Run 1, signal wires by layer:
(4 px per um) Only two layers are drawn.
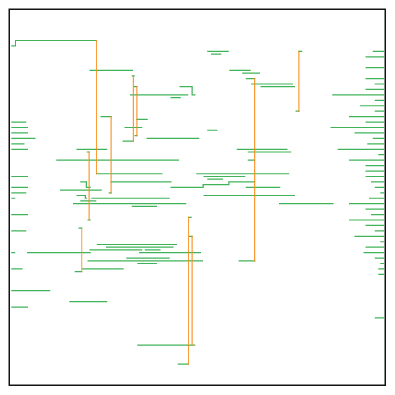
Run 1, track usage over the die:
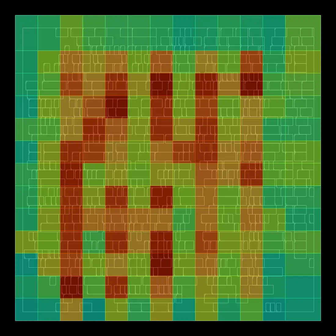
Run 1, gate families picked out:
(4 px per um)
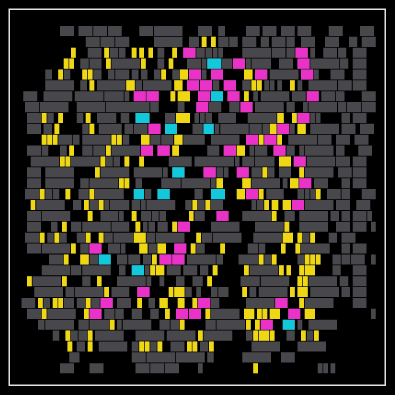
Run 1, zoomed window:
Region (32, 51) to (62, 81) um. Cells in gray, sequential cells in the stronger gray; small squares are vias.
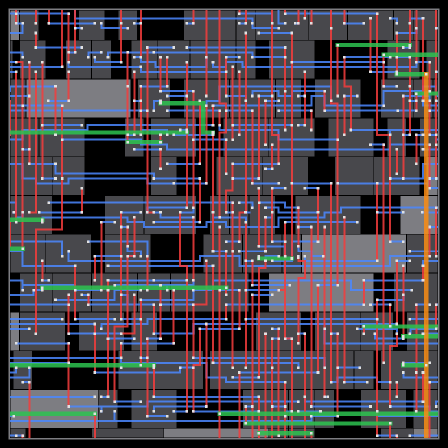
File: src/rtl/pkt_sche_enq_gen.sv
// Enqueue-side traffic source for pkt_sche: bursts of LFSR-prioritised
// packets with periodic urgent flags, driven against the scheduler ready.
module pkt_sche_enq_gen #(
  parameter int DWIDTH           = 32,
  parameter int PRIO_W           = 8,
  parameter int INFO_W           = 8,
  parameter int CNT_W            = 16,
  parameter logic [15:0] LFSR_SEED = 16'hACE1
) (
  input  logic              clk,
  input  logic              rst,
  input  logic              start,
  input  logic              abort,
  input  logic [CNT_W-1:0]  num_pkts,
  input  logic [CNT_W-1:0]  ugr_period,
  input  logic              sch_ready,
  output logic              sch_in_valid,
  output logic              sch_in_enque_en,
  output logic              sch_in_ugr_en,
  output logic [INFO_W-1:0] sch_in_pkt_info,
  output logic [DWIDTH-1:0] sch_in_data,
  output logic              busy,
  output logic              done,
  output logic [CNT_W-1:0]  sent_cnt
);

  localparam logic [CNT_W-1:0] ONE = CNT_W'(1);

  typedef enum logic [1:0] {IDLE, SEND, FIN} state_t;

  state_t           state, state_nx;
  logic [15:0]      lfsr, lfsr_nx;
  logic [CNT_W-1:0] seq, num_r, per_r, ugr_cnt;
  logic             acc, start_ok, last;

  assign acc      = (state == SEND) && sch_ready;
  assign start_ok = start && (state != SEND);
  assign last     = (seq == num_r - ONE);
  assign lfsr_nx  = {lfsr[14:0],
                     lfsr[15] ^ lfsr[13] ^ lfsr[12] ^ lfsr[10]};

  always_ff @(posedge clk) begin
    if (rst) state <= IDLE;
    else     state <= state_nx;
  end

  always_comb begin
    state_nx     = state;
    sch_in_valid = 1'b0;
    busy         = 1'b0;
    done         = 1'b0;
    unique case (state)
      IDLE: begin
        if (start)
          state_nx = (num_pkts == '0) ? FIN : SEND;
      end
      SEND: begin
        sch_in_valid = 1'b1;
        busy         = 1'b1;
        if (abort || (sch_ready && last))
          state_nx = FIN;
      end
      FIN: begin
        done = 1'b1;
        if (start)
          state_nx = (num_pkts == '0) ? FIN : SEND;
        else
          state_nx = IDLE;
      end
      default: state_nx = IDLE;
    endcase
  end

  // ugr_cnt counts packets left until the next urgent one
  always_ff @(posedge clk) begin
    if (rst) begin
      lfsr    <= LFSR_SEED;
      seq     <= '0;
      num_r   <= '0;
      per_r   <= '0;
      ugr_cnt <= '0;
    end else if (start_ok) begin
      seq     <= '0;
      num_r   <= num_pkts;
      per_r   <= ugr_period;
      ugr_cnt <= ugr_period;
    end else if (acc) begin
      seq     <= seq + ONE;
      lfsr    <= lfsr_nx;
      ugr_cnt <= (ugr_cnt == ONE) ? per_r : ugr_cnt - ONE;
    end
  end

  assign sent_cnt        = seq;
  assign sch_in_enque_en = sch_in_valid;
  assign sch_in_ugr_en   = sch_in_valid && (per_r != '0) &&
                           (ugr_cnt == ONE);

  always_comb begin
    sch_in_data = '0;
    if (sch_in_valid) begin
      sch_in_data[CNT_W-1:0]          = seq;
      sch_in_data[DWIDTH-1 -: PRIO_W] = lfsr[PRIO_W-1:0];
    end
  end

  generate
    if (CNT_W >= INFO_W) begin : g_info_trunc
      assign sch_in_pkt_info = sch_in_valid ? seq[INFO_W-1:0] : '0;
    end else begin : g_info_ext
      assign sch_in_pkt_info = sch_in_valid ?
        {{(INFO_W-CNT_W){1'b0}}, seq} : '0;
    end
  endgenerate

endmodule

File: config.mk
export PLATFORM = sky130hd
export DESIGN_NAME = pkt_sche_enq_gen
export DESIGN_NICKNAME = d
export VERILOG_FILES = /design/src/rtl/pkt_sche_enq_gen.sv
export SDC_FILE = /design/constraint.sdc
export NUM_CORES = 1
export LEC_CHECK = 0
export CAP_MARGIN = 20
export CORE_MARGIN = 2
export CORE_UTILIZATION = 55
export DETAILED_ROUTE_END_ITERATION = 7
export PLACE_DENSITY_LB_ADDON = 0.3
export SLEW_MARGIN = 15
export SYNTH_ARGS = -nofsm -noshare
export SYNTH_HDL_FRONTEND = slang
export SYNTH_SLANG_ARGS = --single-unit
File: constraint.sdc
create_clock -name clk -period 5.22 [get_ports clk]
set_input_delay 0.522 -clock clk [delete_from_list [all_inputs] [get_ports clk]]
set_output_delay 0.522 -clock clk [all_outputs]
set_load 0.01 [all_outputs]
==> flow_metrics.tcl, run 1 <==
# collected from the flow reports
set metrics [dict create \
    grt_pass1_wl_um 17500 \
    dp_hpwl_um 7810 \
    grt_pass1_vias 3792 \
    path_clk_slew_ns 0.09 \
    edf_count 0 \
    grt_max_degree 38 \
    outcome "finished, final reports clean" \
    cts.sink_count 82 \
    die_h_um 93.6 \
    insertion_delay_ns 0.35 \
    cts_tree "built" \
    hold_path_depth 2 \
    postPlaceCellArea_sq_um 5240 \
    final_antenna_net_count 0 \
    final.min_clock_period_ns 2.79 \
    drcViolationCount 0 \
    cts-htree-levels 3 \
    slew_headroom_pct 26.2 \
    ff_type "dfxtp_1" \
    hold_viol 0 \
    n_antenna_cell 0 \
    ys_seq_share_pct 37.1 \
    finalPower_w 0.00148 \
    final_area_sq_um 5450 \
    skew_ns 0.0136 \
    ys_chip_area_sq_um 4420 \
    setup-violations-final 0 \
    cts_buffers 9 \
    worst_pin_slew_ns 1.10 \
    core_area_sq_um 7770 \
    ys_ff 82 \
    yosysUniqueCellTypes 56 \
    critPathCaptureType "output pin" \
    finalSetupTns_ns 0 \
    critPathLaunchType "flop" \
    drv_cap 0 \
    die_area_sq_um 8770 \
    grt_overflow_total 0 \
    vias_per_cell 5.71 \
    synth.avg_cell_area_sq_um 7.79 \
    critPathKind "flop to output pin" \
    leakagePower_nw 2.01 \
    drtIter0Drc 238 \
    hold_buffers 0 \
    layout_top_cells "135 x nand2_1, 88 x clkdlybuf4s50_1, 82 x dfxtp_1" \
    max_freq_mhz 359 \
    ios 98 \
    area_growth_pct 23.2 \
    worstRegToRegCells 7 \
    root_buffer "clkbuf_8" \
    path_max_fanout 7 \
    grt_setup_unrepaired "no" \
    gp_congestion 0.865 \
    cts_setup_buffers 0 \
    antenna_found_initial 0 \
    warning_count 27 \
    vdd_ir_drop_max_uv 230 \
    initial_utilization_pct 56.9 \
    arrival_ns 2.27 \
    drive_gt1_share_pct 5.20 \
    clock_path_buffers 2 \
    syn_inst 567 \
    firstDrtPassIters 5 \
    yosys_warnings 0 \
    io_buffers 89 \
    slew_viol_final 0 \
    num_rows 32 \
    power.density_nw_per_um2 271 \
    required_ns 4.70 \
    fp.dieW_um 93.6 \
    hold_class "flop to flop" \
    final_nets 671 \
    ctsResizeCount 0 \
    synth_stat.cells 567 \
    netlist_area_sq_um 4420 \
]
About 'signal wires by layer':
- met3: green (wire length 806 um)
- met4: orange (wire length 233 um)
Vias: 4208
Routed WL: 10800 um
Avg WL per Cell: 14.6 um
gr usage total: 24.9%

About 'track usage over the die':
met1 Usage GRT: 32.8%
gr busiest metal: met2
Core Util, Final: 70.1%

About 'gate families picked out':
- NAND gates: yellow (cells 170; most used nand2_1; where all over the die)
- XOR/XNOR gates: magenta (cells 48; most used xnor2_1)
- AND-OR and OR-AND gates: cyan (cells 12; most used a211o_1)
logic share of the area: 46.3%
Top cell excl fill/tap: nand2_1
Finished Layout Cells: 737

About 'zoomed window':
- met3: green
- met4: orange
- met1: blue
- met2: red
- most frequent: xnor2_1 (11), nor2_1 (8), xor2_1 (8)
- cells with their middle in the window: 84
- netlist names of flops here include: state (2)
- sequential cells in the window: 4

[run 1: synthesized netlist by cell type (all sizes together) (11+ instances only)]
| library cell | n | share of area (%) |
|---|---|---|
| nor4 | 11 | 1.6 |
| nand2 | 135 | 11 |
| a31oi | 13 | 1.8 |
| nor3 | 15 | 2.5 |
| clkbuf | 24 | 2.0 |
| and2 | 25 | 3.5 |
| o211ai | 13 | 2.3 |
| nor2 | 33 | 2.8 |
| xor2 | 23 | 4.6 |
| xnor2 | 25 | 5.0 |
| dfxtp | 82 | 37 |
| a21oi | 45 | 5.1 |
| nand4 | 13 | 1.8 |
| buf | 24 | 3.7 |
[run 1: power by group]
group / internal [W] / switching (W)
Clock: 0.000239 / 0.000239
Sequential: 0.000659 / 0.0000404
Combinational: 0.000135 / 0.000166
[run 1: kinds of logic after synthesis]
| group | synth area share [%] |
|---|---|
| compound gates | 15.4 |
| simple gates | 30.2 |
| mux | 0.227 |
| buf+inv | 6.37 |
| other cells | 0.0849 |
| flops | 37.1 |
| fa+ha+maj | 1.13 |
| xor+xnor | 9.51 |
[run 1: through the flow]
stage / std cells / setup WS (ns) / hold slack, ns
3_5_place_dp: 721 / 2.40 / 0.450
6_report: 737 / 2.43 / 0.458
2_1_floorplan: 574 / 3.27 / 0.432
3_3_place_gp: 721 / 2.42 / 0.441
5_1_grt: 737 / 2.23 / 0.477
4_1_cts: 737 / 2.44 / 0.461
[run 1: per-layer routing]
layer | vias to the layer above | track usage (%) | wire (um)
li1 | 2046 | - | -
met1 | 1965 | 32.8 | 4680
met2 | 173 | 40.9 | 5050
met3 | 24 | 3.22 | 806
met4 | 0 | 10.9 | 233
met5 | - | 0 | 0
[run 1: worst max-delay path, stage by stage, from the launching register on]
cell,delay [ns]
dfxtp_1,0.37
nor3_2,0.44
nand4b_1,0.16
nor2_1,0.21
and3_1,0.20
clkdlybuf4s50_1,0.54
[run 1: sequential cells by signal, indices dropped and copies added (netlist names)]
| register | count |
|---|---|
| state | 2 |
| per_r | 16 |
| lfsr | 16 |
| ugr_cnt | 16 |
| num_r | 16 |
| sent_cnt | 16 |
[run 1: area by class of cell]
class | count | area [sq um]
multi-input cells | 436 | 2520
well taps | 102 | 128
inverters | 8 | 30.0
clock buffers | 10 | 138
repair buffers | 93 | 916
flip-flops and latches | 82 | 1640
fillers | 628 | 2320
clock inverters | 6 | 71.3
[run 1: path summary, 6_finish.rpt]
| path | slack, ns | from | endpoint |
|---|---|---|---|
| worst max register to register | 2.64 | state[0]$_SDFFE_PP0P_ | ugr_cnt[15]$_SDFFE_PP0P_ |
| worst max-delay path | 2.43 | ugr_cnt[4]$_SDFFE_PP0P_ | sch_in_ugr_en |
| worst min-delay path | 0.46 | lfsr[8]$_SDFFE_PP0P_ | lfsr[9]$_SDFFE_PP0P_ |
| worst min register to register | 0.46 | lfsr[8]$_SDFFE_PP0P_ | lfsr[9]$_SDFFE_PP0P_ |
## Run 2: what changed since run 1
--- a/config.mk
+++ b/config.mk
@@ -7,7 +7,7 @@
 export LEC_CHECK = 0
 export CAP_MARGIN = 20
 export CORE_MARGIN = 2
-export CORE_UTILIZATION = 55
+export CORE_UTILIZATION = 46
 export DETAILED_ROUTE_END_ITERATION = 7
 export PLACE_DENSITY_LB_ADDON = 0.3
 export SLEW_MARGIN = 15
==> constraint.sdc (replaced) <==
create_clock -name clk -period 2.35 [get_ports clk]
set_input_delay 0.235 -clock clk [delete_from_list [all_inputs] [get_ports clk]]
set_output_delay 0.235 -clock clk [all_outputs]
set_load 0.01 [all_outputs]
==> flow_metrics.tcl, run 2 <==
# collected from the flow reports
set metrics [dict create \
    outcome "finished, final reports clean" \
    cts_buffers 9 \
    gp_congestion 0.840 \
    io_buffers 89 \
    top_cells_by_count "135 x nand2_1, 82 x dfxtp_1, 45 x a21oi_1" \
    finalWorstSetupSlack_ns 0.206 \
    power.density_nw_per_um2 584 \
    final_nets 683 \
    finalPower_w 0.00326 \
    slew_headroom_pct 60.3 \
    firstDrtPassIters 4 \
    vdd_ir_drop_max_uv 338 \
    top_cells_by_area "dfxtp_1 37%, nand2_1 11%, a21oi_1 5.1%" \
    ys_sh_adder_pct 1.13 \
    largest_area_cell "dfxtp_1" \
    slew_viol_final 0 \
    netlist_area_sq_um 4420 \
    grt_setup_unrepaired "no" \
    critPathKind "flop to flop" \
    die_h_um 102 \
    internal_power_w 0.00231 \
    grt_pass1_wl_um 17600 \
    yosys-dominant-comb-family "simple AND/OR/NAND/NOR gates" \
    n_antenna_cell 0 \
    pwr-share-seq_pct 47.7 \
    grt_max_degree 49 \
    worst_pin_slew_ns 0.595 \
    drcViolationCount 0 \
    leakagePower_nw 2.09 \
    ios 98 \
    die_area_sq_um 10400 \
    initial_utilization_pct 47.6 \
    ys_ff 82 \
    num_rows 35 \
    cts.sink_count 82 \
    mux_share_pct 0.227 \
    edf_count 0 \
    syn_inst 567 \
    p_switching_w 0.000950 \
    synth.avg_cell_area_sq_um 7.79 \
    setup-violations-final 0 \
    ys_seq_share_pct 37.1 \
    finalSetupTns_ns 0 \
    most_common_cell "nand2_1" \
    synth-simple-area-share_pct 30.2 \
    warning_count 27 \
    critPathCaptureType "flop" \
    wl_met1_um 4990 \
    ys_chip_area_sq_um 4420 \
    synth_stat.cells 567 \
    clock_path_buffers 2 \
    crit_slowest_cell "or4_1" \
    critical-path-max-stage-delay_ns 0.49 \
    top_layer "met4" \
    arrival_ns 2.42 \
    root_buffer "clkbuf_8" \
    drv_cap 0 \
    fp.dieW_um 102 \
    final_antenna_net_count 0 \
    pre_cts_ws_ns 0.189 \
    netlist.area_leader.share_pct 37.1 \
    hold_buffers 0 \
    hold_viol 0 \
    cts-htree-levels 3 \
    max_freq_mhz 467 \
    grt_overflow_total 0 \
    drive_gt1_share_pct 6.97 \
    p_clk_share_pct 30.7 \
    placedCellCount 756 \
    cts_tree "built" \
    required_ns 2.63 \
    comb_power_share_pct 21.6 \
    grt_pass1_vias 3744 \
    path_clk_slew_ns 0.08 \
    yosys_warnings 0 \
    drtIter0Drc 225 \
    final.min_clock_period_ns 2.14 \
    vias_per_cell 5.33 \
    grt_usage_pct 21.2 \
    skew_ns 0.00587 \
    core_area_sq_um 9280 \
    xor_share_pct 9.51 \
    area_growth_pct 26.3 \
    swShare_pct 29.1 \
    wl_met3_um 610 \
    fin_cells 775 \
    insertion_delay_ns 0.35 \
    wl_met2_um 5090 \
    crit_top_cell "buf_4" \
    yosysUniqueCellTypes 56 \
    layout_top_cell "nand2_1" \
    hold_class "input pin to flop" \
    layout_top_cells "135 x nand2_1, 87 x clkdlybuf4s50_1, 81 x dfxtp_1" \
    crit_chain "nor3_4, nand4_1, buf_4, or4_1, buf_4, o211ai_2, o211ai_1, a31oi_1" \
    antenna_found_initial 0 \
    path_max_fanout 18 \
    ys_sh_aoi_pct 15.4 \
    critPathLaunchType "flop" \
    dp_hpwl_um 7790 \
    ff_type "dfxtp_1" \
]
run 2: power groups by stage:
stage | registers, W | clock network [W] | logic (W)
3_3_place_gp | 0.00158 | 0 | 0.000667
3_5_place_dp | 0.00158 | 0 | 0.000676
2_1_floorplan | 0.00156 | 0 | 0.000488
4_1_cts | 0.00155 | 0.00102 | 0.000688
6_report | 0.00156 | 0.00100 | 0.000704
5_1_grt | 0.00157 | 0.00108 | 0.000789
run 2: worst paths after layout:
kind | startpoint | end | slack [ns] | cells after the start
worst max-delay path | ugr_cnt[7]$_SDFFE_PP0P_ | ugr_cnt[6]$_SDFFE_PP0P_ | 0.21 | 8
worst min register to register | lfsr[8]$_SDFFE_PP0P_ | lfsr[8]$_SDFFE_PP0P_ | 0.46 | 2
worst min-delay path | rst | lfsr[1]$_SDFFE_PP0P_ | 0.29 | 2
worst max register to register | ugr_cnt[7]$_SDFFE_PP0P_ | ugr_cnt[6]$_SDFFE_PP0P_ | 0.21 | 8
run 2: final cells by class:
class,instances,area (sq um)
Fill cell,865,3700
Multi-Input combinational cell,436,2550
Sequential cell,82,1640
Timing Repair Buffer,105,1010
Tap cell,129,161
Clock buffer,12,145
Clock inverter,3,40.0
Inverter,8,35.0
run 2: repair_timing:
action / in CTS / in global routing
pin swaps: 2 / 3
setup buffers: 1 / 3
gates resized: 3 / 8
endpoints found under the setup margin: 2 / 17
run 2: worst max-delay path, delay by kind of cell (launching register included):
| family | cells | cell delay, ns |
|---|---|---|
| and+or+nand+nor | 3 | 0.92 |
| buffers and inverters | 2 | 0.41 |
| DFF | 1 | 0.38 |
| AOI/OAI and AO/OA | 3 | 0.37 |
run 2: cell families (layout without fill, tap and decap cells):
group	count (synthesis)	count (layout)
muxes	1	1
adders and majority gates	4	4
AOI/OAI and AO/OA	104	104
and+or+nand+nor	271	271
xor gates and xnor gates	48	48
other	1	8
buffers and inverters	56	128
DFF	82	82
run 2: per-layer routing:
metal | track usage (%) | vias to the layer above
met3 | 3.56 | 12
li1 | - | 2075
met1 | 29.1 | 1916
met2 | 34.2 | 124
met4 | 6.46 | 0
met5 | 0 | -
run 2: stage by stage:
stage | instance area (sq um) | util [%] | hold WS, ns
3_3_place_gp | 5330 | 57.4 | 0.443
5_1_grt | 5580 | 60.1 | 0.321
6_report | 5580 | 60.1 | 0.292
4_1_cts | 5540 | 59.6 | 0.281
3_5_place_dp | 5330 | 57.4 | 0.444
2_1_floorplan | 4450 | - | 0.371
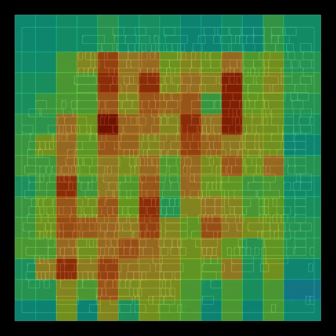
Run 2: track usage over the die
met1 Usage GRT: 29.1%
Core Util, Final: 60.1%
GR met2 Demand/Resource: 34.2%
Avg WL per Cell: 14.0 um

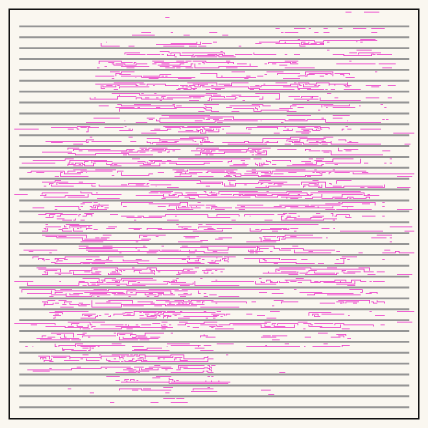
Run 2: the metal 1 layer
(4 px per um) Supply wires on this layer in gray.
- nets with wire on the layer: 602
- wire length on this layer: 4990 um
Vias: 4127
Routed WL: 10800 um

## Run 3: what changed since run 2
--- a/config.mk
+++ b/config.mk
@@ -7,10 +7,12 @@
 export LEC_CHECK = 0
 export CAP_MARGIN = 20
 export CORE_MARGIN = 2
-export CORE_UTILIZATION = 46
+export CORE_UTILIZATION = 47
+export CTS_BUF_LIST = sky130_fd_sc_hd__clkbuf_8
 export DETAILED_ROUTE_END_ITERATION = 7
-export PLACE_DENSITY_LB_ADDON = 0.3
+export PLACE_DENSITY = 0.8
 export SLEW_MARGIN = 15
 export SYNTH_ARGS = -nofsm -noshare
 export SYNTH_HDL_FRONTEND = slang
 export SYNTH_SLANG_ARGS = --single-unit
+export TNS_END_PERCENT = 20
==> flow_metrics.tcl, run 3 <==
# collected from the flow reports
set metrics [dict create \
    final.min_clock_period_ns 2.11 \
    finalCritPeriodShare_pct 89.6 \
    core_area_sq_um 9200 \
    hold_class "input pin to flop" \
    path_clk_slew_ns 0.08 \
    outcome "finished, final reports clean" \
    insertion_delay_ns 0.36 \
    critPathTopFamily "buffers and inverters" \
    skew_ns 0.0138 \
    cts-htree-levels 3 \
    syn_inst 567 \
    io_buffers 89 \
    max_freq_mhz 475 \
    antenna_found_initial 0 \
    warning_count 27 \
    finalSetupTns_ns 0 \
    ys_seq_share_pct 37.1 \
    met3_usage_pct 3.12 \
    grt_usage_pct 22.3 \
    clock_path_buffers 2 \
    seq_area_sq_um 1640 \
    use_met2_pct 36.1 \
    grt_pass1_vias 3850 \
    vias_per_cell 5.53 \
    required_ns 2.12 \
    grt_busiest_layer "met2" \
    num-fill-cells 844 \
    worstHoldStart "rst" \
    synth_stat.cells 567 \
    drtIter0Drc 194 \
    yosys_warnings 0 \
    hold_buffers 0 \
    final_nets 682 \
    drcViolationCount 0 \
    initial_utilization_pct 48.1 \
    cts_buffers 9 \
    setup-violations-final 0 \
    crit_slowest_cell "clkdlybuf4s50_1" \
    ys_ff 82 \
    cts.sink_count 82 \
    layout_top_cell "nand2_1" \
    worst_pin_slew_ns 0.500 \
    startpoint "state[1]$_SDFFE_PP0P_" \
    netlist.area_leader.share_pct 37.1 \
    ios 98 \
    critical-path-max-stage-delay_ns 0.54 \
    critPathCaptureType "output pin" \
    slew_headroom_pct 66.6 \
    synth-async-reset-ratio_pct 0 \
    largest_area_cell "dfxtp_1" \
    drv_cap 0 \
    grt_max_degree 54 \
    grt_setup_unrepaired "no" \
    grt_pass1_wl_um 18200 \
    fp.dieW_um 101 \
    logic_area_sq_um 2550 \
    vdd_ir_drop_max_uv 323 \
    die_area_sq_um 10200 \
    root_buffer "clkbuf_8" \
    top_cells_by_count "135 x nand2_1, 82 x dfxtp_1, 45 x a21oi_1" \
    path_max_fanout 29 \
    leakagePower_nw 2.10 \
    top_cells_by_area "dfxtp_1 37%, nand2_1 11%, a21oi_1 5.1%" \
    ff_type "dfxtp_1" \
    critPathLaunchType "flop" \
    hold_ws_ns 0.278 \
    drive_gt1_share_pct 7.43 \
    grt_overflow_total 0 \
    edf_count 0 \
    hold_viol 0 \
    r2r-start "num_r[0]$_SDFFE_PP0P_" \
    synth.avg_cell_area_sq_um 7.79 \
    layout_top_cells "135 x nand2_1, 87 x clkdlybuf4s50_1, 80 x dfxtp_1" \
    arrival_ns 1.87 \
    most_common_cell "nand2_1" \
    slew_viol_final 0 \
    cp_num_buf_inv 2 \
    wl_per_cell_um 14.8 \
    crit_chain "nand2b_2, inv_6, and2_1, clkdlybuf4s50_1" \
    power.density_nw_per_um2 598 \
    firstDrtPassIters 5 \
    num_vias 4187 \
    netlist_area_sq_um 4420 \
    die_h_um 101 \
    cts_setup_buffers 0 \
    critPathKind "flop to output pin" \
    dp_hpwl_um 8130 \
    n_antenna_cell 0 \
    num_rows 35 \
    ys_chip_area_sq_um 4420 \
    yosysUniqueCellTypes 56 \
    area_growth_pct 26.5 \
    cts_tree "built" \
    final_antenna_net_count 0 \
    gp_congestion 0.889 \
]
## run 3: netlist changes by cell type in the layout (fill, tap and decap cells not counted), sizes merged
| cell | delta |
|---|---|
| clkinvlp | +1 |
| buf | -1 |
| inv | +3 |
| clkinv | -2 |
| clkbuf | -1 |
## run 3: cells by family after synthesis
| kind of cell | count (synthesis) | share of synthesized area [%] |
|---|---|---|
| simple gates | 271 | 30.2 |
| compound gates | 104 | 15.4 |
| xor+xnor | 48 | 9.51 |
| fa+ha+maj | 4 | 1.13 |
| buf+inv | 56 | 6.37 |
| mux | 1 | 0.227 |
| flops | 82 | 37.1 |
| other cells | 1 | 0.0849 |
## run 3: area by class of cell
type                            instances  area share [%]
Clock inverter                          5            1.07
Multi-Input combinational cell        436            45.6
Timing Repair Buffer                  104            18.1
Clock buffer                           11            2.71
Inverter                                8           0.627
Sequential cell                        82            29.4
Tap cell                              111            2.48
## run 3: through the flow
| step | power (W) | cell area (sq um) | setup slack (ns) | util, % | std cells |
|---|---|---|---|---|---|
| floorplan | 0.00205 | 4450 | 0.404 | - | 574 |
| global placement | 0.00226 | 5340 | 0.311 | 58.1 | 741 |
| detailed placement | 0.00227 | 5340 | 0.167 | 58.1 | 741 |
| CTS | 0.00335 | 5560 | 0.00153 | 60.5 | 757 |
| global route | 0.00352 | 5590 | 0.0636 | 60.8 | 757 |
| finish | 0.00335 | 5590 | 0.245 | 60.8 | 757 |
## run 3: routing by layer
metal / part of all wire [%] / up-vias
met5: 0 / -
met4: 1.4 / 0
met3: 6.1 / 20
met2: 47 / 142
met1: 46 / 1946
li1: - / 2079
## run 3: power breakdown
group          total [W]  switching (W)  leakage [nW]  internal [W]
clock            0.00108       0.000526         0.106      0.000555
sequential       0.00156      0.0000937         0.672       0.00147
combinational   0.000705       0.000375          1.32      0.000330
## run 3: final timing paths
check	to	slack [ns]	depth (start not counted)
worst min register to register	lfsr[9]$_SDFFE_PP0P_	0.45	2
worst max-delay path	sch_in_data[6]	0.24	4
worst min-delay path	lfsr[9]$_SDFFE_PP0P_	0.28	2
worst max register to register	state[0]$_SDFFE_PP0P_	0.27	8
## run 3: worst register-to-register path, stage by stage, from the launching register on
cell and delay (ns):
dfxtp_1 0.36, inv_1 0.08, ha_1 0.25, nor4b_4 0.36
nand4_1 0.16, xnor2_1 0.15, a2111oi_0 0.26, and4_1 0.28
a21oi_1 0.08
## run 3: timing repair
action / 4_1_cts / 5_1_grt
setup endpoints to repair: 1 / 35
gates resized: 1 / 10
pin swaps: 0 / 4
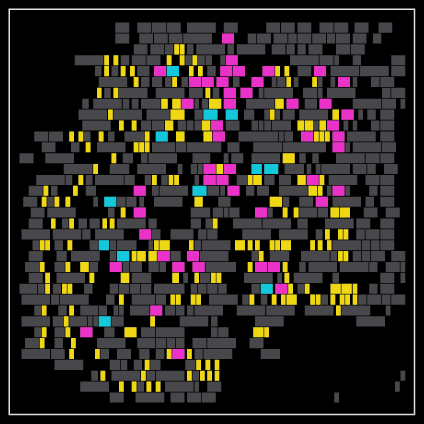
Run 3: gate families picked out
(4 px per um)
- NAND gates: yellow (cells 170; most used nand2_1; where all over the die)
- AND-OR and OR-AND gates: cyan (cells 12; most used a211o_1)
- XOR/XNOR gates: magenta (cells 48; most used xnor2_1)
Finished Layout Cells: 757
logic share of the area: 45.6%

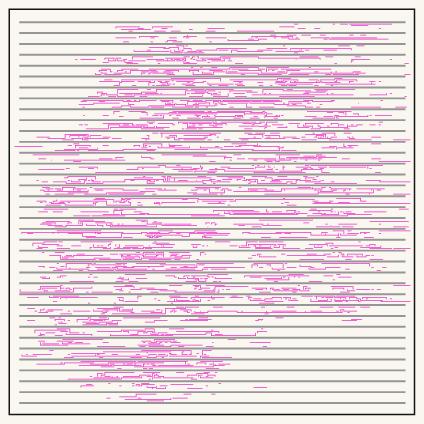
Run 3: the metal 1 layer
(4 px per um) Supply wires on this layer in gray.
- share of all routed wire: 46%
- nets with wire on the layer: 612
- wire length on this layer: 5090 um
Routed WL: 11200 um
met1 Usage GRT: 30.6%

No activity file was given, so power comes from the tool's default toggle rates.
